==> config.mk <==
export PLATFORM = sky130hd
export DESIGN_NAME = word_serializer
export DESIGN_NICKNAME = d
export VERILOG_FILES = /design/src/rtl/comp_pkg.sv /design/src/rtl/word_next_sel.sv /design/src/rtl/word_serializer.sv
export SDC_FILE = /design/constraint.sdc
export NUM_CORES = 1
export LEC_CHECK = 0
export ABC_AREA = 1
export CORE_ASPECT_RATIO = 1.2
export CORE_MARGIN = 1.5
export CORE_UTILIZATION = 45
export CTS_CLUSTER_DIAMETER = 200
export DETAILED_ROUTE_END_ITERATION = 12
export PLACE_DENSITY = 0.72
export SYNTH_ARGS = -nofsm -noshare
export SYNTH_HDL_FRONTEND = slang
export SYNTH_SLANG_ARGS = --single-unit
==> constraint.sdc <==
create_clock -name clk -period 4.23 [get_ports clk]
set_clock_uncertainty 0.15 [all_clocks]
set_input_delay 0.846 -clock clk [delete_from_list [all_inputs] [get_ports clk]]
set_output_delay 0.846 -clock clk [all_outputs]
set_load 0.03 [all_outputs]
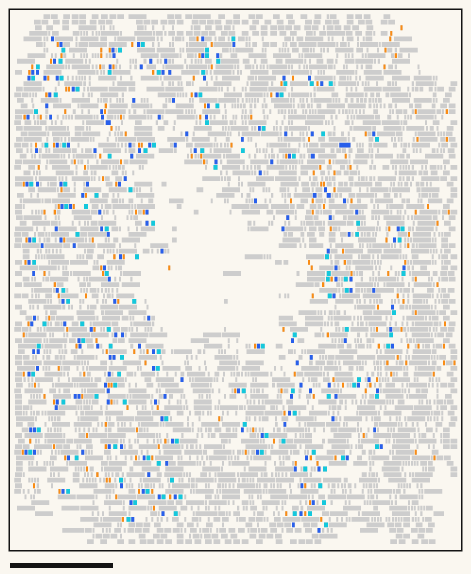
(images/gate_families.png)
The bar under the picture is 50 um long.
AND and OR gates -> cyan  # cells 122, most used or2_2, where spread over the die
inverters -> orange  # cells 217, most used inv_1, where spread over the die
inverting AOI/OAI gates -> blue  # cells 195, most used o21ai_0, where spread over the die
most frequent logic cell in the layout: nand2_1
fraction of area in multi-input gates: 29.4%
fin cells: 4609

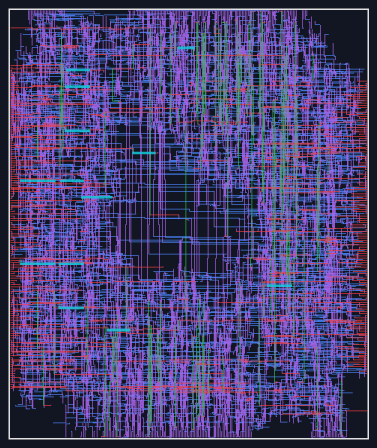
(images/metal_stack.png)
met5 -> cyan  # wire length 188 um
met2 -> purple  # wire length 42.7 mm
met3 -> red  # wire length 7210 um
met4 -> green  # wire length 4920 um
met1 -> blue  # wire length 35.6 mm
routed len/inst: 19.7 um
total number of vias: 23268
gr usage total: 31.3%

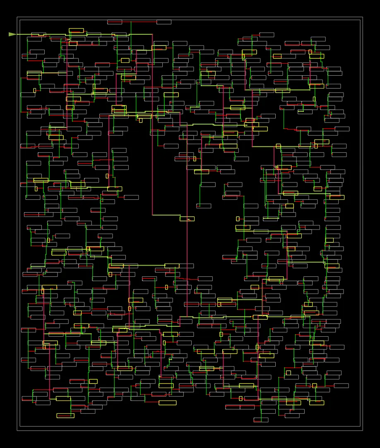
(images/final_clocks.png)
seq_cells: 551
clock buf count: 83
Clk. pwr: 5030 uW
Late-Pin Clk Latency: 0.61 ns
CTS Buf Count: 55

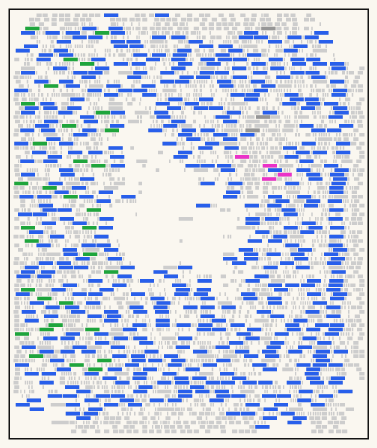
(images/registers.png)
Other sequential cells in the stronger grey, the rest of the logic in the fainter grey.
word_index -> magenta  # flops 4
line_q -> blue  # flops 512, where spread over the die
word_data -> green  # flops 32, where a vertical strip on the left
Core Util, Final: 60.6%
register area: 13800 um^2

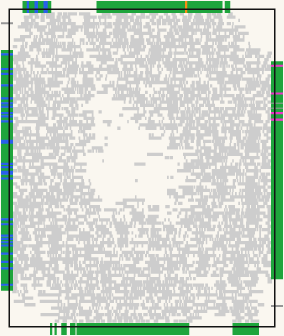
(images/pins.png)
Pins as bars across the die edge, other pins in grey.
word_ready -> orange  # pins 1, direction input, edge top
word_index -> magenta  # pins 4, direction output, edge right
line_data -> green  # pins 512, direction input, edge 133 top, 132 bottom, 127 right, 120 left
word_data -> blue  # pins 32, direction output, edge 27 left, 5 top
all pins by edge = 148 left, 141 top, 134 right, 132 bottom
width of the die: 220 um
PortBufs: 554
Die Span Y: 263 um

==> qor.txt <==
Filler cells - 5041
Final Hold Violation Tally - 0
Post-CTS Resized - 0
Net Sw Frac - 38.1%
Row count - 95
Reg2reg path depth - 14
Area Growth Syn to Fin - 33.7%
CP Max Fanout - 43
Clk sink count - 551
Peak supply drop - 380 uV
Max Cap Viol - 0
Mean Syn Cell Area - 7.69 um^2
RSZ-0062 raised after global routing - no
Max power group - combinational cells
Init Core Util - 45.4%
Final Power - 21100 uW
Seq pwr - 7620 uW
Outcome - complete, no violations
Initial antenna violation count - 24
Max-slew violations - 0
## synth_stat cells (7+ instances only)
cell,instances,area share [%]
nand2_1,1673,25
clkbuf_1,62,0.92
nand4_1,113,2.8
a21oi_1,63,1.2
inv_1,205,3.0
buf_4,10,0.30
buf_2,99,2.0
or2_0,23,0.57
nor2_1,150,2.2
or2_2,92,2.3
dfrtp_1,551,54
nand3_1,64,1.3
o21a_1,14,0.41
o21ai_0,70,1.4
o21ai_1,58,1.1
or2_1,7,0.17
## area by class of cell
class                   instances  area (um^2)  area share (%)
diodes                         13         32.5          0.0960
clock buffers                  83         1650            4.88
clock inverters                17          193           0.569
inverters                     217          815            2.40
multi-input cells            2350         9970            29.4
flip-flops and latches        551        13800            40.7
well taps                     727          910            2.69
repair buffers                651         6520            19.2
## metal layers
metal / global-route usage (%) / share of wire (%)
met5: 0 / 0.21
met4: 16.0 / 5.4
met3: 6.90 / 8.0
met2: 50.5 / 47
met1: 39.4 / 39
## cell families after synthesis
family / share of synthesized area, %
AND-OR/OR-AND: 4.29
XOR/XNOR: 0.0346
buffers and inverters: 6.61
flip-flops: 54.4
AND/OR/NAND/NOR: 34.6
adder cells (fa/ha/maj): 0.0494
multiplexers: 0.0395
## through the flow
stage | TNS (ns) | instance area [um^2] | util [%] | setup WS, ns
after floorplan | 0 | 25300 | - | 1.60
after global placement | -0.0259 | 32000 | 57.3 | -0.0259
after detailed placement | -0.0584 | 32000 | 57.3 | -0.0508
after CTS | 0 | 33800 | 60.6 | 0.588
after global routing | 0 | 33900 | 60.6 | 0.391
final | 0 | 33900 | 60.6 | 0.528
Power is estimated from default activity; no workload was simulated.
